==> config.mk <==
export PLATFORM = sky130hd
export DESIGN_NAME = efuse_rd_timing_flat
export DESIGN_NICKNAME = d
export VERILOG_FILES = /design/src/rtl/efuse_rd_timing_if.sv /design/src/rtl/efuse_rd_timing.sv /design/src/flat_wrapper.sv
export SDC_FILE = /design/constraint.sdc
export NUM_CORES = 1
export LEC_CHECK = 0
export CORE_MARGIN = 2
export CORE_UTILIZATION = 51
export CTS_CLUSTER_DIAMETER = 200
export DETAILED_ROUTE_END_ITERATION = 12
export PLACE_DENSITY = 0.82
export SYNTH_ARGS = -nofsm -noshare
export SYNTH_HDL_FRONTEND = slang
export SYNTH_SLANG_ARGS = --single-unit
==> constraint.sdc <==
create_clock -name clk -period 3.35 [get_ports clk]
set_input_delay 0.335 -clock clk [delete_from_list [all_inputs] [get_ports clk]]
set_output_delay 0.335 -clock clk [all_outputs]
set_load 0.01 [all_outputs]
==> src/rtl/efuse_rd_timing_if.sv <==
// Controller-side request/response bundle for the efuse read timing engine.
interface efuse_rd_timing_if #(parameter int NR = 64);
   localparam int SEL_W = (256 / NR > 1) ? $clog2(256 / NR) : 1;

   logic             read_start;
   logic [SEL_W-1:0] efuse_read_sel;
   logic             read_done;
   logic [NR-1:0]    read_data;
   logic             efuse_busy_read;
   logic             rd_mismatch;

   modport master (
      output read_start, efuse_read_sel,
      input  read_done, read_data, efuse_busy_read, rd_mismatch
   );

   modport slave (
      input  read_start, efuse_read_sel,
      output read_done, read_data, efuse_busy_read, rd_mismatch
   );
endinterface

==> src/rtl/efuse_rd_timing.sv <==
// Efuse macro read sequencer: SETUP/STROBE/HOLD per byte, assembles NR-bit segment.
// Optional EFUSE_RD_VERIFY_EN strobes every byte twice and flags any capture difference.
module efuse_rd_timing #(
   parameter int NR       = 64,
   parameter int T_SETUP  = 2,
   parameter int T_STROBE = 4,
   parameter int T_HOLD   = 1
) (
   input  logic               clk,
   input  logic               rst_n,
   efuse_rd_timing_if.slave   bus,
   output logic               efuse_csb,
   output logic               efuse_strobe,
   output logic               efuse_load,
   output logic               efuse_pgenb,
   output logic [4:0]         efuse_addr,
   input  logic [7:0]         efuse_q
);
   localparam int WPR   = NR / 8;
   localparam int SEL_W = (256 / NR > 1) ? $clog2(256 / NR) : 1;
   localparam int WC_W  = (WPR > 1) ? $clog2(WPR) : 1;
   localparam int TMR_W = 16;

   typedef enum logic [2:0] {IDLE, SETUP, STROBE, HOLD, DONE} state_t;

   state_t           state_q, state_d;
   logic [TMR_W-1:0] tmr_q, tmr_d;
   logic [SEL_W-1:0] sel_q, sel_d;
   logic [WC_W-1:0]  wcnt_q, wcnt_d;
   logic [NR-1:0]    data_q, data_d;
   logic             csb_q, csb_d, strobe_q, strobe_d, load_q, load_d;
   logic             pgenb_q, done_q, done_d, busy_q, busy_d;
   logic [4:0]       addr_q, addr_d;
   logic             act, again;
`ifdef EFUSE_RD_VERIFY_EN
   logic             pass_q, pass_d, mism_q, mism_d;
`endif

   always_comb begin
      state_d = state_q;
      sel_d   = sel_q;
      wcnt_d  = wcnt_q;
      data_d  = data_q;
      again   = 1'b0;
`ifdef EFUSE_RD_VERIFY_EN
      pass_d  = pass_q;
      mism_d  = mism_q;
`endif
      case (state_q)
         IDLE: if (bus.read_start) begin
            state_d = SETUP;
            sel_d   = bus.efuse_read_sel;
            wcnt_d  = '0;
            data_d  = '0;
`ifdef EFUSE_RD_VERIFY_EN
            pass_d  = 1'b0;
            mism_d  = 1'b0;
`endif
         end
         SETUP: if (tmr_q == TMR_W'(T_SETUP - 1)) state_d = STROBE;
         STROBE: if (tmr_q == TMR_W'(T_STROBE - 1)) begin
            state_d = HOLD;
`ifdef EFUSE_RD_VERIFY_EN
            // Second pass only compares; the stored byte is always the first capture.
            if (pass_q) begin
               if (data_q[8*wcnt_q +: 8] != efuse_q) mism_d = 1'b1;
            end else begin
               data_d[8*wcnt_q +: 8] = efuse_q;
            end
`else
            data_d[8*wcnt_q +: 8] = efuse_q;
`endif
         end
         HOLD: if (tmr_q == TMR_W'(T_HOLD - 1)) begin
`ifdef EFUSE_RD_VERIFY_EN
            again  = !pass_q;
            pass_d = !pass_q;
`endif
            if (again)                             state_d = STROBE;
            else if (wcnt_q != WC_W'(WPR - 1)) begin
               wcnt_d  = wcnt_q + 1'b1;
               state_d = SETUP;
            end else                               state_d = DONE;
         end
         DONE:    state_d = IDLE;
         default: state_d = IDLE;
      endcase

      tmr_d = (tmr_q == '1) ? tmr_q : tmr_q + 1'b1;
      if (state_d != state_q) tmr_d = '0;

      // Outputs decoded from next state so the registered pins line up with state_q.
      act      = (state_d == SETUP) || (state_d == STROBE) || (state_d == HOLD);
      csb_d    = !act;
      load_d   = act;
      strobe_d = (state_d == STROBE);
      addr_d   = act ? (5'(sel_d) * 5'(WPR) + 5'(wcnt_d)) : 5'd0;
      done_d   = (state_d == DONE);
      busy_d   = (state_d != IDLE);
   end

   always_ff @(posedge clk or negedge rst_n) begin
      if (!rst_n) begin
         state_q  <= IDLE;
         tmr_q    <= '0;
         sel_q    <= '0;
         wcnt_q   <= '0;
         data_q   <= '0;
         csb_q    <= 1'b1;
         strobe_q <= 1'b0;
         load_q   <= 1'b0;
         pgenb_q  <= 1'b1;
         addr_q   <= '0;
         done_q   <= 1'b0;
         busy_q   <= 1'b0;
`ifdef EFUSE_RD_VERIFY_EN
         pass_q   <= 1'b0;
         mism_q   <= 1'b0;
`endif
      end else begin
         state_q  <= state_d;
         tmr_q    <= tmr_d;
         sel_q    <= sel_d;
         wcnt_q   <= wcnt_d;
         data_q   <= data_d;
         csb_q    <= csb_d;
         strobe_q <= strobe_d;
         load_q   <= load_d;
         pgenb_q  <= 1'b1;
         addr_q   <= addr_d;
         done_q   <= done_d;
         busy_q   <= busy_d;
`ifdef EFUSE_RD_VERIFY_EN
         pass_q   <= pass_d;
         mism_q   <= mism_d;
`endif
      end
   end

   assign efuse_csb           = csb_q;
   assign efuse_strobe        = strobe_q;
   assign efuse_load          = load_q;
   assign efuse_pgenb         = pgenb_q;
   assign efuse_addr          = addr_q;
   assign bus.read_done       = done_q;
   assign bus.read_data       = data_q;
   assign bus.efuse_busy_read = busy_q;
`ifdef EFUSE_RD_VERIFY_EN
   assign bus.rd_mismatch     = mism_q;
`else
   assign bus.rd_mismatch     = 1'b0;
`endif
endmodule

==> src/flat_wrapper.sv <==
// flat-port wrapper written by rule: the top's interface ports become plain ports
module efuse_rd_timing_flat 
#(
   parameter int NR       = 64,
   parameter int T_SETUP  = 2,
   parameter int T_STROBE = 4,
   parameter int T_HOLD   = 1
)
  (clk, rst_n, efuse_csb, efuse_strobe, efuse_load, efuse_pgenb, efuse_addr, efuse_q, bus_read_start, bus_efuse_read_sel, bus_read_done, bus_read_data, bus_efuse_busy_read, bus_rd_mismatch);
  efuse_rd_timing_if #(.NR(NR)) bus_i ();
  input  logic clk;
  input  logic rst_n;
  output logic efuse_csb;
  output logic efuse_strobe;
  output logic efuse_load;
  output logic efuse_pgenb;
  output logic [4:0] efuse_addr;
  input  logic [7:0] efuse_q;
  input wire logic [$bits(bus_i.read_start)-1:0] bus_read_start;
  input wire logic [$bits(bus_i.efuse_read_sel)-1:0] bus_efuse_read_sel;
  output wire logic [$bits(bus_i.read_done)-1:0] bus_read_done;
  output wire logic [$bits(bus_i.read_data)-1:0] bus_read_data;
  output wire logic [$bits(bus_i.efuse_busy_read)-1:0] bus_efuse_busy_read;
  output wire logic [$bits(bus_i.rd_mismatch)-1:0] bus_rd_mismatch;
  assign bus_i.read_start = bus_read_start;
  assign bus_i.efuse_read_sel = bus_efuse_read_sel;
  assign bus_read_done = bus_i.read_done;
  assign bus_read_data = bus_i.read_data;
  assign bus_efuse_busy_read = bus_i.efuse_busy_read;
  assign bus_rd_mismatch = bus_i.rd_mismatch;
  efuse_rd_timing #(.NR(NR), .T_SETUP(T_SETUP), .T_STROBE(T_STROBE), .T_HOLD(T_HOLD)) u_core (.clk(clk), .rst_n(rst_n), .bus(bus_i), .efuse_csb(efuse_csb), .efuse_strobe(efuse_strobe), .efuse_load(efuse_load), .efuse_pgenb(efuse_pgenb), .efuse_addr(efuse_addr), .efuse_q(efuse_q));
endmodule
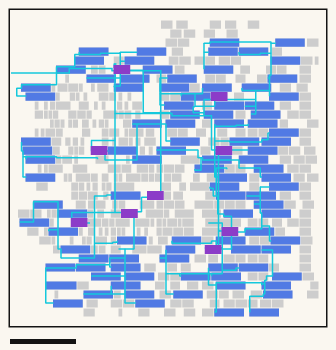
Run 1: clock distribution
Bar = 20 um.
[cells driving clock nets] purple | count: 9
[clock wires] cyan | length: 1100 um
[flip-flops] blue | count: 98
flops lie	all over the die
Clock Latency Late Sink: 0.37 ns
proportion of power drawn by the clock network: 24.3%
Post-Route Skew: 0.0130 ns
reported clock group power: 799 uW

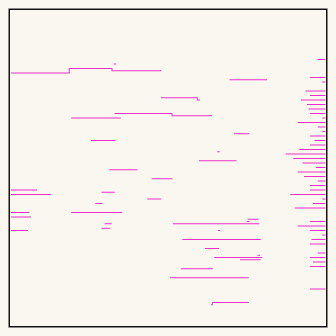
Run 1: signal wires on met3
wire length on this layer	531 um
longest straight run	25.8 um
main direction	horizontal
nets with wire on the layer	63
share of all routed wire	5.5%
routed via count: 3181
total wirelength of the detailed-routed design: 9650 um
met3 usage in global routing: 4.51%

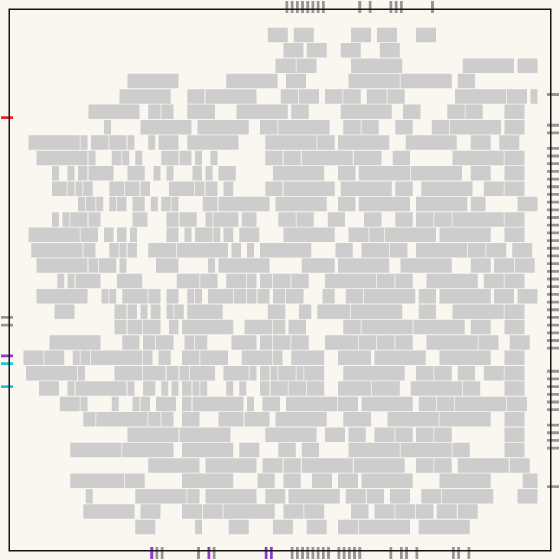
Run 1: I/O pins on the die edge
Pins as bars across the die edge, other pins in gray.
port	color	pins	direction	edge
efuse_addr	purple	5	output	4 bottom, 1 left
clk	red	1	input	left
bus_efuse_read_sel	cyan	2	input	left
all pins by edge	41 right, 28 bottom, 14 top, 6 left
Port Buf Inserts: 86
die height: 95.5 um

==> results.txt, run 1 <==
Figures from the flow reports.

Power:
- The run gives the sequential power as 1.43 mW.
- Ranked by power, first place goes to sequential cells.
- The run puts the combinational power share at 32.2%.
- In this run the power spent charging and discharging nets is 1.23 mW.
- The run gives the combinational gate power as 1.06 mW.
- Across the VDD grid, the largest voltage drop is 0.000550 V.
- The run gives the internal portion of total power as 2.06 mW.
- The run gives the cell area power density as 610 mW/mm2.
- The flow reports that sequential cells draw 43.5% of the design power.
- Switching power as a fraction of the total was reported as 37.3%.
- The run gives the reported leakage power as 2.42 nW.

Die:
- The run gives the die outline area as 0.00913 mm2.
- The run puts the number of placed I/O pins at 89.
- The run gives the core utilization before placement as 52.3%.
- The run gives the row count as 33.
- The run puts the core area at 0.00818 mm2.
- The run puts the horizontal die dimension at 95.5 um.

Clock network:
- The run puts the number of H-tree levels at 3.
- The run puts the clock input transition at the sequential cells of the worst setup and hold paths at 0.10 ns.
- The run puts the buffer depth of the longest clock path at 2.
- TritonCTS built the clock tree.
- The run gives the clock sink count as 98.
- The run gives the cts-stage hold buffer count as 0.
- The run gives the number of gates resized after cts as 0.
- The cell sitting at the root of the clock tree is a sky130_fd_sc_hd__clkbuf_8.
- The run puts the number of clock buffers inserted by TritonCTS at 9.
- The number of setup buffers added after CTS is 0.

Worst setup path:
- The run puts the required time at the endpoint of the critical path at 3.61 ns.
- The number of buffers and inverters on the critical path is 2.
- Setup slack on the worst reg-to-reg path comes out at 0.60 ns.
- The run gives the signal arrival time at the worst endpoint as 3.00 ns.
- STA lists the startpoint of the worst register-to-register path as u_core.wcnt_q[0].
- The worst setup path is launched from a flip-flop.
- The run puts the depth of the worst register-to-register path at 7.
- The run puts the maximum fanout along the worst path at 8.
- The run gives the cell with the biggest individual delay on the critical path as sky130_fd_sc_hd__ha_1.
- The run gives the largest delay contributor family on the critical path as adder cells.
- The worst setup path is of the flip-flop to flip-flop kind.
- The worst setup path is captured at a flip-flop.
- Per STA, the highest per-stage delay on the worst path measures 0.54 ns.
- Per the timing report, the most critical flop-to-flop path finishes at u_core.bus.read_data[39].
- Traced cell by cell, the critical path runs through inv_1 -> ha_1 -> ha_1 -> inv_1 -> nor4b_2 -> o21ai_1 -> a22o_1.

Final timing:
- The run gives the final sum of negative setup slack as 0 ns.
- The run puts the count of final hold-check violations at 0.
- The run gives the transition at the pin with the smallest max-transition slack as 1.02 ns.
- The run puts the number of setup violations in the final report at 0.
- The max-slew check reports its worst relative slack as 31.3%.
- The flow reports an fmax of 364 MHz.
- The run gives the number of max-slew violations in the final report as 0.
- Setup repair after global routing left no endpoint under its margin.
- The run gives the portion of the clock cycle consumed by the worst path in the final layout as 82.1%.
- The run puts the final critical-path required period at 2.75 ns.

Synthesis:
- The run puts the synthesized instance count at 357.
- Yosys printed 0 warnings.
- The run puts the cell count in the Yosys report at 357.
- The run gives the combined area of all synthesized cells as 0.00427 mm2.
- The run puts the share of the yosys chip area belonging to registers at 57.4%.
- The run puts the number of distinct library cells after synthesis at 50.
- The synthesized design contains 98 register bits.
- The run gives the mean instance size in the synthesized netlist as 12.0 um2.
- Synthesis produced a netlist with a net count of 378.
- In the synthesis report, Yosys lists the chip area as 0.00427 mm2.

GRT:
- The run gives the global-route wire length before repair as 15300 um.
- The run gives the number of global-route vias before repair as 2950.
- The run gives the number of antenna violations at the first check in global routing as 0.
- Entering global routing, the biggest net connects 65 pins.
- The run gives the global-route usage over all layers as 22.0%.
- The run gives the sum of overflow across all layers after global routing as 0.

Cells and area:
- The run gives the total inserted antenna cells as 0.
- The run puts the number of nets in the finished design at 459.
- The flow measured a signed area growth from synthesis to layout of 26.1%.
- The run gives the layout cell share with drive strength beyond 1 as 9.71%.
- The register with the most flip-flops in the layout has 64 of them.
- The run gives the utilization after layout as 65.9%.
- The run gives the filler cell count as 653.

Routing:
- The run puts the violation count after the first detailed-route iteration at 184.
- The run puts the routed length per placed instance at 17.6 um.
- The run gives the per-cell via count in the routed design as 5.80.
- The count of nets left with antenna violations once routing finished came out at 0.
- The run puts the number of DRC violations after detailed routing at 0.
- Before antenna repair, the detailed router went through 4 iterations.

Run:
- The run reported a max-capacitance violation count of 0.
- The tool warning count for the run is 31.

Min path:
- In this run the worst hold path is classified as primary input to asynchronous set/reset pin.

Outcome:
- The run finished with clean final reports.

Placed design:
- The run gives the post-DP HPWL as 6890 um.
- The congestion estimate from routability-driven global placement came to 0.866.
[run 1: metrics by stage]
step                      std cells  cell area [um2]  hold WS, ns  total power [mW]  worst slack [ns]
after global placement          532             5180        0.451              2.47             0.724
after CTS                       548             5390       0.0656              3.30             0.614
after detailed placement        532             5180        0.455              2.51             0.630
after floorplan                 357             4270       0.0394              2.18              1.04
final                           548             5390       0.0340              3.29             0.601
after global routing            548             5390       0.0858              3.47             0.394
[run 1: cell families after synthesis]
family,synth area share (%)
AOI/OAI and AO/OA,18.0
xor gates and xnor gates,1.64
adders and majority gates,2.34
buffers and inverters,3.16
DFF,57.4
muxes,0.703
other,0.176
and+or+nand+nor,16.6
[run 1: per-layer routing]
layer / wire length (um) / track usage (%)
met1: 4260 / 29.5
met3: 530 / 4.51
met2: 4700 / 35.2
met4: 160 / 8.93
met5: 0 / 0
[run 1: layout by cell type, fill, tap and decap left out, drive strengths merged, types with 2 or more instances in the layout]
master         synthesis  layout
xnor2                  4       4
clkbuf                 1       9
nor4b                  3       3
and2                   3       3
mux2i                  3       3
and4                   2       2
a22o                  65      65
nor4                   3       3
a211oi                 2       2
xor2                   4       4
nor2b                  4       4
o21ai                 14      14
clkinv                 0       3
nand2b                 2       2
clkdlybuf4s50          0      85
nand2                 21      21
conb                   2       2
nor3                  12      12
nand3                 13      13
dfrtp                 97      97
ha                     8       8
a21oi                  8       8
inv                   10      12
and3                   8       8
nor2                  27      27
buf                   17       3
nand4                  9       9
[run 1: worst max-delay path by stage]
stage	cells after the start	endpoint	startpoint	slack [ns]
2_1_floorplan	7	u_core.bus.read_data[32]	u_core.wcnt_q[0]	1.04
3_3_place_gp	7	u_core.bus.read_data[39]	u_core.wcnt_q[0]	0.72
3_5_place_dp	5	u_core.bus.read_data[39]	u_core.tmr_q[2]	0.63
4_1_cts	5	u_core.bus.read_data[39]	u_core.tmr_q[2]	0.61
5_1_grt	6	u_core.bus.read_data[7]	u_core.wcnt_q[0]	0.39
6_report	7	u_core.bus.read_data[39]	u_core.wcnt_q[0]	0.60
[run 1: final cells by class]
cell class,count,area [um2],share of cell area [%]
Sequential cell,98,2450,45.5
Tap cell,105,131,2.44
Clock inverter,7,86.3,1.60
Inverter,10,37.5,0.696
Multi-Input combinational cell,231,1680,31.2
Timing Repair Buffer,88,873,16.2
Clock buffer,9,124,2.30
[run 1: cell usage after synthesis (all sizes together)]
cell type,instances,share of area [%]
dfrtp,97,57
a22o,65,13
nor2,27,2.4
nand2,21,1.9
buf,17,2.2
o21ai,14,2.2
nand3,13,1.8
nor3,12,3.0
inv,10,0.88
nand4,9,1.3
a21oi,8,1.0
and3,8,1.2
ha,8,2.3
nor2b,4,0.59
xnor2,4,0.82
xor2,4,0.82
and2,3,0.44
mux2i,3,0.70
nor4,3,0.88
nor4b,3,0.76
a211oi,2,0.35
and4,2,0.41
conb,2,0.18
nand2b,2,0.29
a211o,1,0.21
a221oi,1,0.21
a31o,1,0.21
a31oi,1,0.15
clkbuf,1,0.12
dfstp,1,0.62
nand3b,1,0.18
nand4b,1,0.21
nand4bb,1,0.26
nor3b,1,0.29
o211ai,1,0.18
o31ai,1,0.18
or2,1,0.15
or3,1,0.15
or4,1,0.18
or4b,1,0.23
==> run 1 -> run 2 <==
==> constraint.sdc (replaced) <==
create_clock -name clk -period 2.9 [get_ports clk]
set_input_delay 0.29 -clock clk [delete_from_list [all_inputs] [get_ports clk]]
set_output_delay 0.29 -clock clk [all_outputs]
set_load 0.01 [all_outputs]
==> run 2 against run 1 <==
Against the previous run:
- global-route usage up 0.77 points
- highest routed layer unchanged
- critical path depth down 1
- critical endpoint is now u_core.bus.read_data[1]
- sequential power rose by 16%
- clock power up 3%
- first-iteration DRC count shrank 16%
- die area unchanged
- maximum frequency increased by 1.9%
- via count about the same
==> results.txt, run 2 <==
Figures from the flow reports.

Synthesis:
- Largest cells by area after synthesis: sky130_fd_sc_hd__dfrtp_1 57%, sky130_fd_sc_hd__a22o_1 13%, sky130_fd_sc_hd__nor2_1 2.4%, sky130_fd_sc_hd__ha_1 2.3%, sky130_fd_sc_hd__nor3_4 2.3% (unchanged).
- The run gives the share of Yosys cell area claimed by the top area cell type as 56.8% (unchanged).
- The run gives the number of flops mapped to enable cells by yosys as 0 (unchanged).
- The biggest area consumer among synthesized cells was sky130_fd_sc_hd__dfrtp_1 (unchanged).
- The run gives the combined area of all synthesized cells as 0.00427 mm2 (unchanged).
- The run puts the area of the synthesized netlist per yosys stat at 0.00427 mm2 (unchanged).
- The run puts the synthesized instance count at 357 (unchanged).
- Commonest cells in the netlist: 97 x sky130_fd_sc_hd__dfrtp_1, 65 x sky130_fd_sc_hd__a22o_1, 27 x sky130_fd_sc_hd__nor2_1 (unchanged).
- The run puts the number of synthesis warnings at 0 (unchanged).
- The run puts the synthesized net count at 378 (unchanged).
- The run puts the cell count in the Yosys report at 357 (unchanged).
- The run gives the dominant register cell in the synthesized netlist as sky130_fd_sc_hd__dfrtp_1 (unchanged).
- The run puts the async set or reset register ratio after synthesis at 100% (unchanged).
- The run gives the mean instance size in the synthesized netlist as 12.0 um2 (unchanged).
- The count of state elements after synthesis was 98 (unchanged).
- The run gives the number of distinct library cells after synthesis as 50 (unchanged).
- The share of the yosys chip area belonging to registers was 57.4% (unchanged).
- The cell with the most instances after synthesis is sky130_fd_sc_hd__dfrtp_1 (unchanged).

GRT:
- The number of antenna violations at the first check in global routing was 0 (unchanged).
- The run gives the global-route wire length before repair as 16000 um (was 15300 um).
- The run gives the maximum number of pins on one net before global-route repair as 52 (was 65).
- The run puts the number of global-route vias before repair at 3130 (was 2950).
- The run gives the global-route usage over all layers as 22.8% (was 22.0%).
- The run gives the sum of overflow across all layers after global routing as 0 (unchanged).

Placed design:
- The post-DP HPWL was 7090 um (was 6890 um).
- The run gives the number of placed cells counting well taps as 534 (was 532).
- The run gives the number of I/O port buffers as 86 (unchanged).
- The run gives the last weighted congestion value of the routability-driven placer as 0.886 (was 0.866).

Worst setup path:
- The run gives the cell with the biggest individual delay on the critical path as sky130_fd_sc_hd__nor4b_1 (was sky130_fd_sc_hd__ha_1).
- Critical Path, Cell by Cell: inv_1 -> ha_1 -> ha_1 -> nor4b_1 -> nor2b_1 -> a22o_1 (was inv_1 -> ha_1 -> ha_1 -> inv_1 -> nor4b_2 -> o21ai_1 -> a22o_1).
- The maximum fanout along the worst path came to 8 (unchanged).
- The run puts the stage delay of the slowest cell on the critical path at 0.60 ns (was 0.54 ns).
- The type of the worst setup path is flip-flop to flip-flop (unchanged).
- The signal arrival time at the worst endpoint was 3.01 ns (was 3.00 ns).
- The run gives the buffering stage count on the worst path with inverters included as 1 (was 2).
- The largest delay contributor family on the critical path is simple AND/OR/NAND/NOR gates (was adder cells).
- The run gives the most numerous cell on the critical path as sky130_fd_sc_hd__ha_1.
- The category of the worst setup path capture point is a flip-flop (unchanged).
- The element type at the critical path start is a flip-flop (unchanged).
- The run gives the worst reg-to-reg setup slack as 0.20 ns (was 0.60 ns).
- The required time at the endpoint of the critical path came to 3.21 ns (was 3.61 ns).

Die:
- The run puts the number of placed I/O pins at 89 (unchanged).
- The run puts the core utilization before placement at 52.3% (unchanged).
- The row count is 33 (unchanged).
- The run gives the die outline area as 0.00913 mm2 (unchanged).

Routing:
- The residual antenna-violating net count after detailed routing is 0 (unchanged).
- The run puts the routed length per placed instance at 17.5 um (was 17.6 um).
- The number of DRC violations after detailed routing is 0 (unchanged).
- The run puts the per-cell via count in the routed design at 5.78 (was 5.80).
- The overall routed net length was 9660 um (was 9650 um).
- The violation count after the first detailed-route iteration was 155 (was 184).
- The run gives the overall via count from detail_route as 3184 (was 3181).
- The number of detailed-route iterations in the first pass came to 4 (unchanged).

Final timing:
- Setup repair after global routing missed its margin: no (unchanged).
- The run puts the number of setup violations in the final report at 0 (unchanged).
- The run puts the smallest hold slack at 0.454 ns (was 0.0340 ns).
- The run gives the final critical-path required period as 2.70 ns (was 2.75 ns).
- The transition at the pin with the smallest max-transition slack was 1.05 ns (was 1.02 ns).
- The number of max-slew violations in the final report came to 0 (unchanged).
- The run gives the count of final hold-check violations as 0 (unchanged).
- The run puts the setup clock skew after layout at 0.0116 ns (was 0.0130 ns).
- The run puts the relative slew slack at 29.3% (was 31.3%).
- The final sum of negative setup slack is 0 ns (unchanged).
- The run puts the highest clock rate at 371 MHz (was 364 MHz).
- The portion of the clock cycle consumed by the worst path in the final layout was 93.0% (was 82.1%).

Outcome:
- Run status: finished, final reports clean (unchanged).

Cells and area:
- The run gives the combined area of the multi-input logic cells as 0.00168 mm2 (unchanged).
- The run gives the most frequent standard cell in the layout excluding fill and tap cells as sky130_fd_sc_hd__dfrtp_1 (unchanged).
- The layout cell share with drive strength beyond 1 is 10.1% (was 9.71%).
- The layout-stage area growth over the synthesis result was 26.4% (was 26.1%).
- The run puts the number of flip-flops in the largest register at 64 (unchanged).
- Most frequent logic cells in the routed design: 97 x sky130_fd_sc_hd__dfrtp_1, 85 x sky130_fd_sc_hd__clkdlybuf4s50_1, 65 x sky130_fd_sc_hd__a22o_1 (unchanged).
- The number of non-filler instances in the completed layout came to 551 (was 548).
- The run puts the total inserted antenna cells at 0 (unchanged).
- The run gives the number of nets in the finished design as 462 (was 459).
- The run gives the flip-flop and latch area as 0.00245 mm2 (unchanged).

Clock network:
- The number of H-tree levels came to 3 (unchanged).
- The run gives the buffer depth of the longest clock path as 2 (unchanged).
- The buffers inserted during post-CTS setup optimization is 0 (unchanged).
- The clock tree from TritonCTS was done (unchanged).
- The run gives the clock sink count as 98 (unchanged).
- The run puts the number of clock buffers inserted by TritonCTS at 9 (unchanged).
- The cell at the root of the clock tree is sky130_fd_sc_hd__clkbuf_8 (unchanged).
- The run puts the clock insertion delay at the later pin of the skew report at 0.37 ns (about the same).
- The run gives the clock input transition at the sequential cells of the worst setup and hold paths as 0.10 ns (about the same).

Power:
- The worst IR drop on VDD was 0.000630 V (was 0.000550 V).
- The cell area power density came to 693 mW/mm2 (was 610 mW/mm2).
- The run gives the reported leakage power as 2.42 nW (about the same).
- The run gives the total design power as 3.74 mW (was 3.29 mW).

Min path:
- The worst hold-check path type was primary input to flip-flop (was primary input to asynchronous set/reset pin).

Run:
- The run gives the max capacitance violation total as 0 (unchanged).
- The run puts the count of tool warnings at 31 (unchanged).
## run 2: netlist changes by cell type in the layout (fill, tap and decap cells not counted), sizes merged
cell         delta
buf             +2
bufinv          -1
clkinv          -1
clkinvlp        +1
dlygate4sd3     +1
inv             +1
## run 2: final timing paths
check,startpoint,end,cells past startpoint
worst max register to register,u_core.wcnt_q[0],u_core.bus.read_data[1],6
worst min-delay path,bus_efuse_read_sel[1],u_core.sel_q[1],3
worst max-delay path,u_core.wcnt_q[0],u_core.bus.read_data[1],6
worst min register to register,u_core.sel_q[1],u_core.sel_q[1],2
min in group asynchronous,rst_n,u_core.bus.read_data[12],2
max in group asynchronous,rst_n,u_core.bus.read_data[59],3
## run 2: power by group
part           internal (mW)  total [mW]  switching (mW)
sequential              1.52        1.66           0.136
combinational          0.484        1.27           0.783
clock                  0.326       0.819           0.493
total                   2.33        3.74            1.41
## run 2: kinds of logic (layout without fill, tap and decap cells)
family	count (synthesis)	after routing	synth area share, %
AOI/OAI and AO/OA	95	95	18.0
and+or+nand+nor	115	115	16.6
muxes	3	3	0.703
DFF	98	98	57.4
other	2	2	0.176
xor gates and xnor gates	8	8	1.64
buffers and inverters	28	117	3.16
adders and majority gates	8	8	2.34
## run 2: final cells by class
cell class	instances	area share (%)
Tap cell	105	2.43
Timing Repair Buffer	91	16.9
Sequential cell	98	45.4
Multi-Input combinational cell	231	31.2
Clock inverter	7	1.13
Clock buffer	9	2.29
Inverter	10	0.695
## run 2: routing by layer
layer | part of all wire, % | GRT usage (%) | vias to the layer above
met5 | 0 | 0 | -
met4 | 1.3 | 7.14 | 0
met3 | 4.7 | 2.92 | 10
met2 | 50 | 37.9 | 98
met1 | 44 | 31.2 | 1589
li1 | - | - | 1487
## run 2: stage by stage
stage / cell area (um2) / setup slack, ns
after detailed placement: 5210 / 0.265
after global routing: 5400 / 0.0215
after global placement: 5210 / 0.381
final: 5400 / 0.203
after floorplan: 4270 / 0.592
after CTS: 5400 / 0.246
## run 2: repair_timing
action / in CTS / in global routing
setup endpoints to repair: 0 / 0
gates resized: 0 / 0
endpoints found under the hold margin: 46 / 0
hold buffers: 1 / 0
## run 2: worst min-delay path, stage by stage
cell and delay [ns]:
sky130_fd_sc_hd__clkdlybuf4s50_1 0.40, sky130_fd_sc_hd__nand2_1 0.05, sky130_fd_sc_hd__nand2_1 0.05
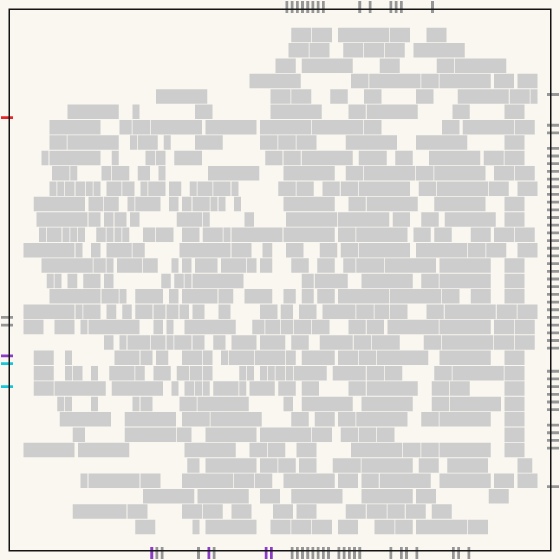
Run 2: I/O pins on the die edge
Pins as bars across the die edge, other pins in gray.
port	color	pins	direction	edge
efuse_addr	purple	5	output	4 bottom, 1 left
bus_efuse_read_sel	cyan	2	input	left
clk	red	1	input	left
all pins by edge	41 right, 28 bottom, 14 top, 6 left
Die Wd: 95.5 um

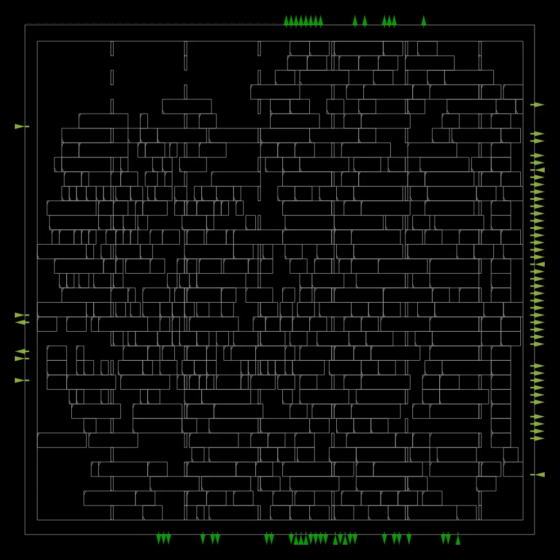
Run 2: placed standard cells
Fillers: 615
core area: 0.00818 mm2
core utilization of the finished layout: 66.1%
Tapcell Cnt: 105

Power figures rest on the tool's default switching activity, not on a simulated workload.
